<file path="src/rtl/key_conditioner.sv">
// key_conditioner: synchronise and debounce active-low KEY buttons.
// Optional auto-repeat of key_press on held keys: define KEY_AUTOREPEAT_EN.
module key_conditioner #(
  parameter int NUM_KEYS        = 4,
  parameter int DEBOUNCE_CYCLES = 1000000,
  parameter int CNT_W           = 20,
  parameter int REPEAT_DELAY    = 25000000,
  parameter int REPEAT_PERIOD   = 5000000
) (
  input  logic                CLOCK_50,
  input  logic                RESET_N,
  input  logic [NUM_KEYS-1:0] KEY,
  output logic [NUM_KEYS-1:0] key_level,
  output logic [NUM_KEYS-1:0] key_press,
  output logic [NUM_KEYS-1:0] key_release
);

  localparam logic [CNT_W-1:0] TERM =
    CNT_W'(DEBOUNCE_CYCLES - 1);

  logic [NUM_KEYS-1:0] sync1_q, sync1_d;
  logic [NUM_KEYS-1:0] sync2_q, sync2_d;
  logic [NUM_KEYS-1:0] pressed;
  logic [CNT_W-1:0]    cnt_q [NUM_KEYS];
  logic [CNT_W-1:0]    cnt_d [NUM_KEYS];
  logic [NUM_KEYS-1:0] level_q, level_d;
  logic [NUM_KEYS-1:0] press_q, press_d;
  logic [NUM_KEYS-1:0] release_q, release_d;
  logic [NUM_KEYS-1:0] deb_press;
  logic [NUM_KEYS-1:0] rpt_hit;

  // Two-flop synchroniser; pressed is 1 while a key is held down
  always_comb begin
    sync1_d = KEY;
    sync2_d = sync1_q;
    pressed = ~sync2_q;
  end

  // Count consecutive disagreements; accept the new level at terminal count
  always_comb begin
    level_d   = level_q;
    deb_press = '0;
    release_d = '0;
    for (int k = 0; k < NUM_KEYS; k++) begin
      cnt_d[k] = '0;
      if (pressed[k] != level_q[k]) begin
        if (cnt_q[k] == TERM) begin
          level_d[k]   = pressed[k];
          deb_press[k] = pressed[k];
          release_d[k] = ~pressed[k];
        end else begin
          cnt_d[k] = cnt_q[k] + 1'b1;
        end
      end
    end
  end

`ifdef KEY_AUTOREPEAT_EN
  localparam int RPT_W = 25;
  localparam logic [RPT_W-1:0] RPT_TERM =
    RPT_W'(REPEAT_DELAY - 1);
  localparam logic [RPT_W-1:0] RPT_RELOAD =
    RPT_W'(REPEAT_DELAY - REPEAT_PERIOD);

  logic [RPT_W-1:0] rpt_q [NUM_KEYS];
  logic [RPT_W-1:0] rpt_d [NUM_KEYS];

  // Hold timer runs only while the key stays accepted; dies on release edge
  always_comb begin
    rpt_hit = '0;
    for (int k = 0; k < NUM_KEYS; k++) begin
      rpt_d[k] = '0;
      if (level_q[k] && level_d[k]) begin
        if (rpt_q[k] == RPT_TERM) begin
          rpt_hit[k] = 1'b1;
          rpt_d[k]   = RPT_RELOAD;
        end else begin
          rpt_d[k] = rpt_q[k] + 1'b1;
        end
      end
    end
  end

  // Repeat timer registers
  always_ff @(posedge CLOCK_50 or negedge RESET_N) begin
    if (!RESET_N) begin
      for (int k = 0; k < NUM_KEYS; k++) rpt_q[k] <= '0;
    end else begin
      for (int k = 0; k < NUM_KEYS; k++) rpt_q[k] <= rpt_d[k];
    end
  end
`else
  assign rpt_hit = '0;
`endif

  // Press strobe from either an accepted press or a repeat tick
  always_comb press_d = deb_press | rpt_hit;

  // Synchroniser, debounce and output registers
  always_ff @(posedge CLOCK_50 or negedge RESET_N) begin
    if (!RESET_N) begin
      sync1_q   <= '1;
      sync2_q   <= '1;
      level_q   <= '0;
      press_q   <= '0;
      release_q <= '0;
      for (int k = 0; k < NUM_KEYS; k++) cnt_q[k] <= '0;
    end else begin
      sync1_q   <= sync1_d;
      sync2_q   <= sync2_d;
      level_q   <= level_d;
      press_q   <= press_d;
      release_q <= release_d;
      for (int k = 0; k < NUM_KEYS; k++) cnt_q[k] <= cnt_d[k];
    end
  end

  assign key_level   = level_q;
  assign key_press   = press_q;
  assign key_release = release_q;

endmodule

</file>
<file path="config.mk">
export PLATFORM = sky130hd
export DESIGN_NAME = key_conditioner
export DESIGN_NICKNAME = d
export VERILOG_FILES = /design/src/rtl/key_conditioner.sv
export SDC_FILE = /design/constraint.sdc
export NUM_CORES = 1
export LEC_CHECK = 0
export ABC_CLOCK_PERIOD_IN_PS = 2200
export CAP_MARGIN = 10
export CORE_MARGIN = 4
export CORE_UTILIZATION = 25
export DETAILED_ROUTE_END_ITERATION = 7
export PLACE_DENSITY = 0.51
export REMOVE_ABC_BUFFERS = 1
export SKIP_CTS_REPAIR_TIMING = 1
export SYNTH_ARGS = -nofsm -noshare
export SYNTH_HDL_FRONTEND = slang
export SYNTH_SLANG_ARGS = --single-unit
</file>
<file path="constraint.sdc">
create_clock -name CLOCK_50 -period 2.2 [get_ports CLOCK_50]
set_clock_uncertainty 0.2 [all_clocks]
set_input_delay 0.44 -clock CLOCK_50 [delete_from_list [all_inputs] [get_ports CLOCK_50]]
set_output_delay 0.44 -clock CLOCK_50 [all_outputs]
set_load 0.03 [all_outputs]
</file>
==> impl_metrics.env, run 1 <==
# source this file to load flow results
export IMPL_critPathBufInv=1
export IMPL_yosysCellCount=456
export IMPL_antenna_diode_count=0
export IMPL_pin_count=18
export IMPL_timing_hold_violations_final=0
export IMPL_grt_pass1_wl_um=16700
export IMPL_top_area_frac=0.489
export IMPL_cts_htree_levels=3
export IMPL_synth_compound_gate_area_share=0.0508
export IMPL_min_delay_path_class="register to register"
export IMPL_max_slew_worst_pin_slew_ns=0.560
export IMPL_grt_pass1_vias=3441
export IMPL_outcome="finished clean"
export IMPL_clkLatencyLatePin_ns=0.35
export IMPL_setup_viol_count_final=0
export IMPL_max_cap_violations=0
export IMPL_layout_filler_cell_count=1815
export IMPL_synth_sequential_area_ratio=0.534
export IMPL_netlist_top_cell_by_area="dfrtp_1"
export IMPL_utilization=0.304
export IMPL_die_w_um=145
export IMPL_fin_crit_sh=0.968
export IMPL_yosys_warn_count=0
export IMPL_timing_final_crit_period_ns=2.13
export IMPL_ys_flop_type="dfrtp_1"
export IMPL_initial_antenna_violation_count=0
export IMPL_yosys_area_share_simple=0.267
export IMPL_clk_pin_slew_worst_paths_ns=0.07
export IMPL_instances_no_fill=727
export IMPL_die_y_um=145
export IMPL_postSynth_asyncResetShare=1.00
export IMPL_main_area_contributors="dfrtp_1 49%, xnor2_1 7.6%, nor2_1 5.5%"
export IMPL_cts_root_buffer="clkbuf_16"
export IMPL_cell_by_cell_trace_of_the_critical_path="clkdlybuf4s50_1"
export IMPL_common_cells="92 x dfrtp_1, 69 x nor2_1, 41 x xnor2_1"
export IMPL_place_area_um2=5250
export IMPL_static_leakage_nw=2.19
export IMPL_final_max_slew_viol_count=0
export IMPL_vias_per_cell=4.70
export IMPL_crit_slowest_cell="clkdlybuf4s50_1"
export IMPL_tritoncts="built"
export IMPL_cellPowerDensity_nw_per_um2=635
export IMPL_fmaxAchievable_ghz=0.470
export IMPL_post_route_cells_drive_above_1_share=0.112
export IMPL_design_die_area_um2=21100
export IMPL_finalSetupTns_ns=0
export IMPL_fin_nets=503
export IMPL_crit_family="buffers and inverters"
export IMPL_vdd_ir_drop_worst_uv=384
export IMPL_ys_chip_area_um2=4710
export IMPL_syn_cell_area_um2=4710
export IMPL_post_synth_top_count_cell="dfrtp_1"
export IMPL_drtAntennaViolNets=0
export IMPL_worst_hold_path_num_cells=0
export IMPL_timing_slew_headroom=0.627
export IMPL_unrepaired_setup_endpoints_after_global_routing="false"
export IMPL_ys_ff=100
export IMPL_site_rows=49
export IMPL_drcViolationCount=0
export IMPL_global_route_overflow_total=0
export IMPL_syn_mean_instance_area_um2=10.3
export IMPL_post_synth_xor_area_fraction=0.110
export IMPL_max_clock_path_buffers=2
export IMPL_tritoncts_num_sinks=100
export IMPL_worstSetupPathDepth=1
export IMPL_cp_data_arrival_time_ns=1.49
export IMPL_dr_first_iter_drc_count=289
export IMPL_timing_critical_path_from_type="register"
export IMPL_cts_buffers_inserted=9
export IMPL_synthMuxAreaShare=0.00851
export IMPL_worst_path_max_fanout=5
export IMPL_finalPower_mw=3.52
export IMPL_worstSetupEndpointType="primary output"
export IMPL_cp_required_ns=1.56
export IMPL_synth_cellmix_adderShare=0.0106
export IMPL_critPathMaxStageDelay_ns=0.70
export IMPL_library_cells_used_by_synthesis=42
export IMPL_post_place_cells=710
export IMPL_synthTopLogicFamily="simple AND/OR/NAND/NOR gates"
export IMPL_port_buffers=17
export IMPL_core_area_um2=18200
==> run 1: power by group <==
| part | internal (mW) | switching [mW] |
|---|---|---|
| Combinational | 0.0435 | 0.0764 |
| Clock | 0.830 | 0.673 |
| Sequential | 1.87 | 0.0282 |
| Total | 2.74 | 0.778 |
==> run 1: sequential cells by signal (all words and copies together), names as in the netlist <==
| signal | flops |
|---|---|
| cnt_q | 80 |
| sync1_q | 4 |
| key_release | 4 |
| key_press | 4 |
| key_level | 4 |
| sync2_q | 4 |
==> run 1: area by class of cell <==
type | count | area [um2] | area share
tap | 229 | 287 | 0.0517
clock inverter | 3 | 18.8 | 0.00339
timing repair buffer | 33 | 303 | 0.0546
sequential | 100 | 2510 | 0.453
clock buffer | 13 | 260 | 0.0470
inverter | 15 | 56.3 | 0.0102
multi-input combinational | 334 | 2110 | 0.380
==> run 1: cells in the final DEF (no fill, tap or decap), types with 3 or more instances in the layout <==
cell type / Yosys / layout
o31ai_1: 6 / 6
nand3_1: 24 / 24
mux2i_1: 4 / 4
or3_1: 8 / 8
dfrtp_1: 92 / 92
o21ai_0: 9 / 9
nand2_1: 25 / 25
clkdlybuf4s50_1: 0 / 16
nand4_2: 3 / 3
o31ai_2: 3 / 3
a21oi_1: 17 / 17
nor3_1: 19 / 19
or4_1: 7 / 7
and4_1: 5 / 5
xnor2_1: 41 / 41
nor4b_1: 3 / 3
clkbuf_16: 0 / 9
xor2_1: 18 / 18
dfstp_2: 8 / 8
and2_1: 3 / 3
and3_1: 12 / 12
ha_1: 4 / 3
nor4_1: 13 / 13
nand4_1: 22 / 22
nor2_1: 69 / 69
buf_4: 1 / 15
inv_1: 15 / 15
==> run 1: metrics by stage <==
| step | worst slack, ns | hold WS, ns |
|---|---|---|
| floorplan | 0.152 | -0.0556 |
| global placement | 0.201 | 0.147 |
| detailed placement | 0.144 | 0.148 |
| CTS | 0.0423 | -0.0263 |
| global route | 0.0108 | 0.155 |
| finish | 0.0704 | 0.156 |
==> run 1: cells by family after synthesis <==
kind of cell | count (synthesis)
flops | 100
buf+inv | 22
mux | 4
fa+ha+maj | 4
xor+xnor | 59
compound gates | 38
simple gates | 229
==> run 1: final timing paths <==
check | from | end | slack [ns]
min in group asynchronous | RESET_N | cnt_q[17]$_DFF_PN0_ | 0.47
max | key_level[2]$_DFFE_PN0P_ | key_level[2] | 0.07
max reg2reg | cnt_q[6]$_DFF_PN0_ | cnt_q[17]$_DFF_PN0_ | 0.12
min reg2reg | sync1_q[1]$_DFF_PN1_ | sync2_q[1]$_DFF_PN1_ | 0.16
min | sync1_q[1]$_DFF_PN1_ | sync2_q[1]$_DFF_PN1_ | 0.16
max in group asynchronous | RESET_N | cnt_q[67]$_DFF_PN0_ | 0.89
==> run 1: layer usage <==
layer  share of wire  routed length (um)  up-vias  GRT usage
met5               0                   0        -          0
met4           0.012                 108        0     0.0280
met2            0.45                4190       48      0.148
li1                -                   -     1692          -
met3           0.043                 399        9     0.0349
met1            0.49                4580     1666      0.123
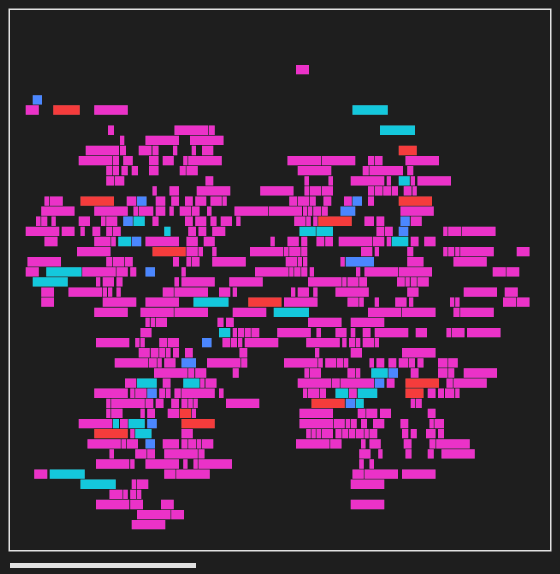
**Above:** run 1 (cells by drive strength).
Bar = 50 um.
legend:
  blue:
    size: drive 3 to 4
    cells: 18
    share: 3.6%
  red:
    size: drive 6 and up
    cells: 13
    share: 2.6%
  magenta:
    size: drive 1 or less
    cells: 442
    share: 89%
  cyan:
    size: drive 2
    cells: 25
    share: 5.0%
area grow syn2layout: 17.8%
non-clock buffer count in the final layout: 33
post-route standard cell area excluding fillers: 5540 um2
worst path setup slack after routing: 0.0704 ns

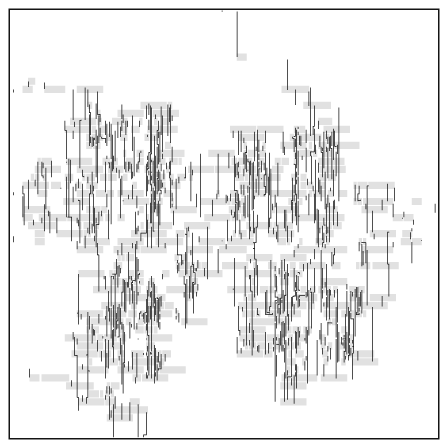
**Above:** run 1 (signal wires on met2).
longest straight run: 31.6 um
share of all routed wire: 45%
wire length on this layer: 4,190 um
main direction: vertical
nets with wire on the layer: 415

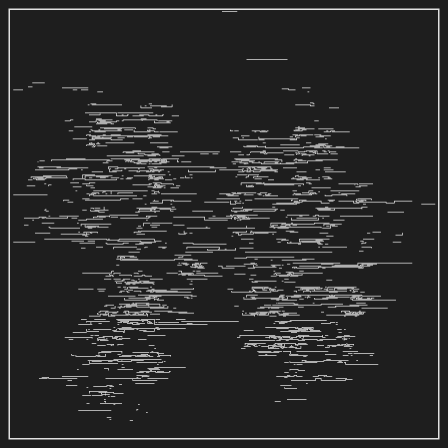
**Above:** run 1 (met1 routing).
wire length on this layer: 4,580 um
longest straight run: 29.4 um
nets with wire on the layer: 465
main direction: horizontal
routed wire length: 9280 um
vias after detailed routing: 3,415

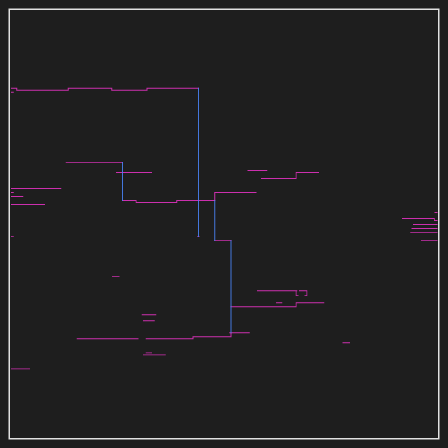
**Above:** run 1 (signal wires by layer).
Only two layers are drawn.
legend:
  blue:
    layer: met4
    wire_length: 108 um
  magenta:
    layer: met3
    wire_length: 400 um
Global Route Usage Sum: 0.0948
drt wl/cell: 12.8 um

==> run 2, diff against run 1 <==
- GPL_TIMING_DRIVEN: unset -> 0
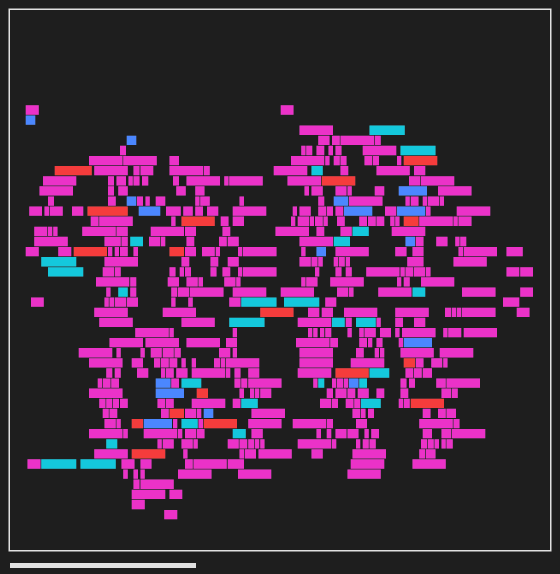
**Above:** run 2 (cells by drive strength).
Bar = 50 um.
legend:
  red:
    size: drive 6 and up
    cells: 17
    share: 3.5%
  cyan:
    size: drive 2
    cells: 26
    share: 5.3%
  magenta:
    size: drive 1 or less
    cells: 432
    share: 88%
  blue:
    size: drive 3 to 4
    cells: 16
    share: 3.3%

==> impl_metrics.env, run 2 <==
# source this file to load flow results
export IMPL_main_area_contributors="dfrtp_1 49%, xnor2_1 7.6%, nor2_1 5.5%"
export IMPL_timing_hold_worst_start="sync1_q[1]$_DFF_PN1_"
export IMPL_synth_sequential_area_ratio=0.534
export IMPL_detailedPlacementHpwl_um=6180
export IMPL_ys_flop_type="dfrtp_1"
export IMPL_library_cells_used_by_synthesis=42
export IMPL_postSynth_asyncResetShare=1.00
export IMPL_drt_wirelength_per_cell_um=12.8
export IMPL_common_cells="92 x dfrtp_1, 69 x nor2_1, 41 x xnor2_1"
export IMPL_crit_family="buffers and inverters"
export IMPL_post_route_cells_drive_above_1_share=0.120
export IMPL_area_delta_synth_final_pct=19.5
export IMPL_outcome="finished clean"
export IMPL_port_buffers=17
export IMPL_fin_crit_sh=0.967
export IMPL_max_clock_path_buffers=2
export IMPL_max_slew_worst_pin_slew_ns=0.510
export IMPL_critPathBufInv=1
export IMPL_crit_slowest_cell="clkdlybuf4s50_1"
export IMPL_worst_hold_path_num_cells=0
export IMPL_cellPowerDensity_nw_per_um2=653
export IMPL_ys_chip_area_um2=4710
export IMPL_core_area_um2=18200
export IMPL_mostFrequentLayoutCell="dfrtp_1"
export IMPL_finalInstanceArea_um2=5630
export IMPL_yosys_warn_count=0
export IMPL_post_synth_top_count_cell="dfrtp_1"
export IMPL_timing_hold_violations_final=0
export IMPL_grt_pass1_wl_um=16100
export IMPL_drtAntennaViolNets=0
export IMPL_final_max_slew_viol_count=0
export IMPL_timing_slew_headroom=0.658
export IMPL_wl_um=9190
export IMPL_cp_required_ns=1.56
export IMPL_static_leakage_nw=2.24
export IMPL_die_w_um=145
export IMPL_top_area_frac=0.489
export IMPL_pin_count=18
export IMPL_worstSetupEndpointType="primary output"
export IMPL_setup_viol_count_final=0
export IMPL_grt_util_all_layers=0.0920
export IMPL_max_cap_violations=0
export IMPL_vias_per_cell=4.71
export IMPL_critPathMaxStageDelay_ns=0.71
export IMPL_drcViolationCount=0
export IMPL_syn_cell_area_um2=4710
export IMPL_most_common_layout_cells="91 x dfrtp_1, 69 x nor2_1, 41 x xnor2_1"
export IMPL_hold_path_endpoint="sync2_q[1]$_DFF_PN1_"
export IMPL_ys_ff=100
export IMPL_die_y_um=145
export IMPL_cts_htree_levels=3
export IMPL_min_delay_path_class="register to register"
export IMPL_place_area_um2=5180
export IMPL_fmaxAchievable_ghz=0.470
export IMPL_design_die_area_um2=21100
export IMPL_clkLatencyLatePin_ns=0.36
export IMPL_flip_flop_count_of_the_largest_register_after_layout=80
export IMPL_finalPower_mw=3.67
export IMPL_instances_no_fill=720
export IMPL_ff2ff_setup_slack_ns=0.12
export IMPL_unrepaired_setup_endpoints_after_global_routing="false"
export IMPL_dr_first_iter_drc_count=183
export IMPL_initial_antenna_violation_count=0
export IMPL_tritoncts_num_sinks=100
export IMPL_netlist_top_cell_by_area="dfrtp_1"
export IMPL_cp_data_arrival_time_ns=1.49
export IMPL_cts_root_buffer="clkbuf_16"
export IMPL_site_rows=49
export IMPL_worst_r2r_endpoint="cnt_q[38]$_DFF_PN0_"
export IMPL_worst_path_max_fanout=5
export IMPL_timing_rr_start="cnt_q[21]$_DFF_PN0_"
export IMPL_antenna_diode_count=0
export IMPL_timing_critical_path_from_type="register"
export IMPL_regMostFlops="cnt_q"
export IMPL_edf_count=0
export IMPL_vdd_ir_drop_worst_uv=481
export IMPL_grt_pass1_vias=3390
export IMPL_vias_after_detailed_routing=3392
export IMPL_worstSetupPathType="register to primary output"
export IMPL_clk_pin_slew_worst_paths_ns=0.07
export IMPL_global_route_overflow_total=0
export IMPL_syn_mean_instance_area_um2=10.3
export IMPL_timing_final_crit_period_ns=2.13
export IMPL_tritoncts="built"
export IMPL_cts_buffers_inserted=9
export IMPL_fin_nets=496
export IMPL_yosysCellCount=456
export IMPL_cell_by_cell_trace_of_the_critical_path="clkdlybuf4s50_1"
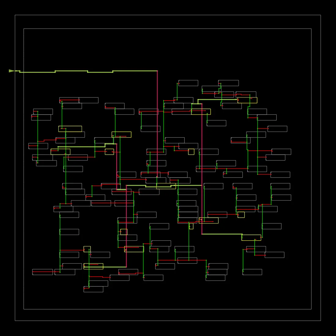
**Above:** run 2 (the clock network).
final sequential cell count: 100
clock distribution power: 1.65 mW

run 2: cell counts after synthesis:
Identical to the previous run, type by type.
run 2: cell families after synthesis:
family          synth area share
mux                      0.00851
buf+inv                   0.0194
simple gates               0.267
xor+xnor                   0.110
compound gates            0.0508
flops                      0.534
fa+ha+maj                 0.0106
run 2: worst max path at each step:
stage	to	start	cells after the start	slack, ns
5_1_grt	cnt_q[57]$_DFF_PN0_	cnt_q[47]$_DFF_PN0_	4	0.01
3_5_place_dp	cnt_q[30]$_DFF_PN0_	cnt_q[32]$_DFF_PN0_	4	-0.42
4_1_cts	cnt_q[30]$_DFF_PN0_	cnt_q[32]$_DFF_PN0_	4	-0.42
6_report	key_level[3]	key_level[3]$_DFFE_PN0P_	1	0.07
3_3_place_gp	cnt_q[37]$_DFF_PN0_	RESET_N	1	-3.31
2_1_floorplan	cnt_q[42]$_DFF_PN0_	cnt_q[40]$_DFF_PN0_	4	0.15
run 2: layer usage:
| metal | up-vias | track usage | part of all wire |
|---|---|---|---|
| met2 | 35 | 0.144 | 0.46 |
| met3 | 12 | 0.0281 | 0.033 |
| met1 | 1667 | 0.118 | 0.49 |
| met5 | - | 0 | 0 |
| li1 | 1678 | - | - |
| met4 | 0 | 0.0389 | 0.019 |
run 2: where the power goes:
part	leakage (nW)	internal [mW]	switching [mW]
Sequential	1.36	1.87	0.0279
Combinational	0.738	0.0449	0.0780
Clock	0.149	0.900	0.751
run 2: metrics by stage:
step	setup WS [ns]	utilization	TNS [ns]
finish	0.0718	0.309	0
global route	0.00968	0.309	0
CTS	-0.420	0.301	-8.49
detailed placement	-0.422	0.284	-8.27
global placement	-3.31	0.282	-340.46
floorplan	0.152	-	0
run 2: layout make-up:
cell class                      instances  area, um2  share of cell area
Clock buffer                            9        225              0.0400
Inverter                               15       56.3              0.0100
Sequential cell                       100       2510               0.447
Clock inverter                          7       80.1              0.0142
Tap cell                              229        287              0.0509
Multi-Input combinational cell        334       2190               0.390
Timing Repair Buffer                   26        270              0.0480
==> run 3, diff against run 2 <==
- CORE_ASPECT_RATIO: unset -> 1.75
- PLACE_DENSITY: 0.51 -> unset
- PLACE_DENSITY_LB_ADDON: unset -> 0.3
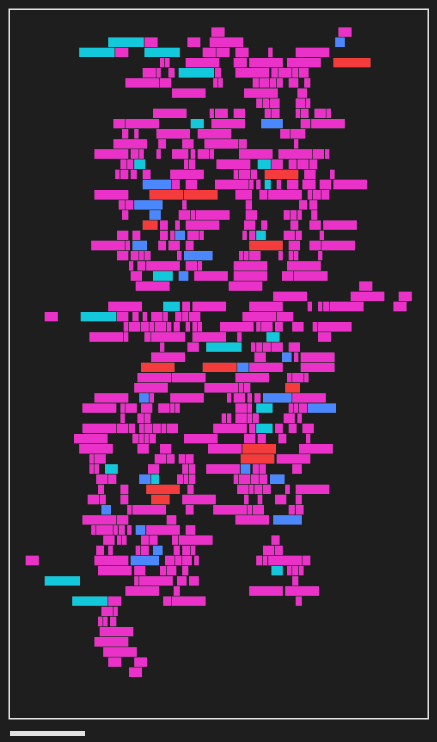
**Above:** run 3 (cells by drive strength).
Bar = 20 um.
legend:
  cyan:
    size: drive 2
    cells: 21
    share: 4.3%
  magenta:
    size: drive 1 or less
    cells: 436
    share: 89%
  blue:
    size: drive 3 to 4
    cells: 22
    share: 4.5%
  red:
    size: drive 6 and up
    cells: 13
    share: 2.6%
worst path setup slack after routing: 0.0838 ns
post-route standard cell area excluding fillers: 5610 um2
non-clock buffer count in the final layout: 27
area grow syn2layout: 19.2%

==> impl_metrics.env, run 3 <==
# source this file to load flow results
export IMPL_outcome="finished clean"
export IMPL_drt_wirelength_per_cell_um=12.9
export IMPL_ff2ff_setup_slack_ns=0.14
export IMPL_regMostFlops="cnt_q"
export IMPL_vias_after_detailed_routing=3481
export IMPL_worstSetupEndpointType="primary output"
export IMPL_cellPowerDensity_nw_per_um2=627
export IMPL_vdd_ir_drop_worst_uv=362
export IMPL_cell_by_cell_trace_of_the_critical_path="clkdlybuf4s50_1"
export IMPL_edf_count=0
export IMPL_post_synth_top_count_cell="dfrtp_1"
export IMPL_yosys_area_share_simple=0.267
export IMPL_common_cells="92 x dfrtp_1, 69 x nor2_1, 41 x xnor2_1"
export IMPL_syn_mean_instance_area_um2=10.3
export IMPL_max_slew_worst_pin_slew_ns=0.499
export IMPL_dr_first_iter_drc_count=219
export IMPL_worst_hold_path_num_cells=0
export IMPL_die_y_um=190
export IMPL_post_synth_xor_area_fraction=0.110
export IMPL_clk_pin_slew_worst_paths_ns=0.07
export IMPL_mostFrequentLayoutCell="dfrtp_1"
export IMPL_core_area_um2=18600
export IMPL_port_buffers=17
export IMPL_wl_um=9390
export IMPL_cp_data_arrival_time_ns=1.48
export IMPL_max_clock_path_buffers=2
export IMPL_detailedPlacementHpwl_um=6560
export IMPL_site_rows=66
export IMPL_worstSetupPathDepth=1
export IMPL_synth_compound_gate_area_share=0.0508
export IMPL_worstSetupPathType="register to primary output"
export IMPL_worst_path_max_fanout=5
export IMPL_cts_buffers_inserted=9
export IMPL_synthTopLogicFamily="simple AND/OR/NAND/NOR gates"
export IMPL_syn_cell_area_um2=4710
export IMPL_critPathBufInv=1
export IMPL_drcViolationCount=0
export IMPL_pin_count=18
export IMPL_worst_r2r_endpoint="cnt_q[38]$_DFF_PN0_"
export IMPL_setup_viol_count_final=0
export IMPL_timing_rr_start="cnt_q[20]$_DFF_PN0_"
export IMPL_fin_nets=497
export IMPL_timing_hold_violations_final=0
export IMPL_synth_sequential_area_ratio=0.534
export IMPL_timing_final_crit_period_ns=2.12
export IMPL_main_area_contributors="dfrtp_1 49%, xnor2_1 7.6%, nor2_1 5.5%"
export IMPL_antenna_diode_count=0
export IMPL_ys_flop_type="dfrtp_1"
export IMPL_critPathMaxStageDelay_ns=0.71
export IMPL_synthMuxAreaShare=0.00851
export IMPL_synth_cellmix_adderShare=0.0106
export IMPL_static_leakage_nw=2.20
export IMPL_tritoncts="built"
export IMPL_cts_htree_levels=3
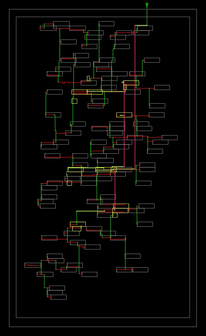
**Above:** run 3 (the clock network).
clk sink count: 100
clock distribution power: 1.50 mW
clk_buf instances: 11

-- run 3: cell counts after synthesis --
No cell type changed its count.
-- run 3: worst min path at each step --
stage	from	slack [ns]	end
finish	sync1_q[1]$_DFF_PN1_	0.16	sync2_q[1]$_DFF_PN1_
global route	sync1_q[3]$_DFF_PN1_	0.16	sync2_q[3]$_DFF_PN1_
CTS	RESET_N	-0.14	cnt_q[15]$_DFF_PN0_
detailed placement	sync1_q[1]$_DFF_PN1_	0.15	sync2_q[1]$_DFF_PN1_
global placement	sync1_q[1]$_DFF_PN1_	0.15	sync2_q[1]$_DFF_PN1_
floorplan	RESET_N	-0.06	cnt_q[0]$_DFF_PN0_
-- run 3: layout make-up --
| class | instances | area [um2] |
|---|---|---|
| Sequential cell | 100 | 2510 |
| Inverter | 15 | 56.3 |
| Fill cell | 1888 | 13000 |
| Multi-Input combinational cell | 334 | 2190 |
| Clock buffer | 11 | 243 |
| Tap cell | 238 | 298 |
| Timing Repair Buffer | 27 | 273 |
| Clock inverter | 5 | 37.5 |
-- run 3: kinds of logic after synthesis --
family / count (synthesis)
xor gates and xnor gates: 59
muxes: 4
DFF: 100
AOI/OAI and AO/OA: 38
and+or+nand+nor: 229
adders and majority gates: 4
buffers and inverters: 22
-- run 3: power breakdown --
part | switching (mW) | internal (mW) | leakage, nW
registers | 0.0282 | 1.87 | 1.36
clock network | 0.695 | 0.801 | 0.132
logic | 0.0779 | 0.0474 | 0.712
total | 0.801 | 2.72 | 2.20
-- run 3: stage by stage --
step           hold slack [ns]  setup slack, ns  instances  instance area [um2]   util
6_report                 0.157           0.0838        730                 5610  0.302
5_1_grt                  0.162          -0.0255        730                 5610  0.302
4_1_cts                 -0.135           -0.441        723                 5460  0.294
3_5_place_dp             0.147           -0.412        707                 5180  0.279
3_3_place_gp             0.147            -3.28        704                 5140  0.277
2_1_floorplan          -0.0556            0.152        449                 4670      -
-- run 3: routing by layer --
metal,routed length (um),global-route usage,up-vias
li1,-,-,1687
met1,3920,0.108,1741
met2,5090,0.170,45
met3,220,0.0157,8
met4,161,0.0398,0
met5,0,0,-
No activity file was given, so power comes from the tool's default toggle rates.
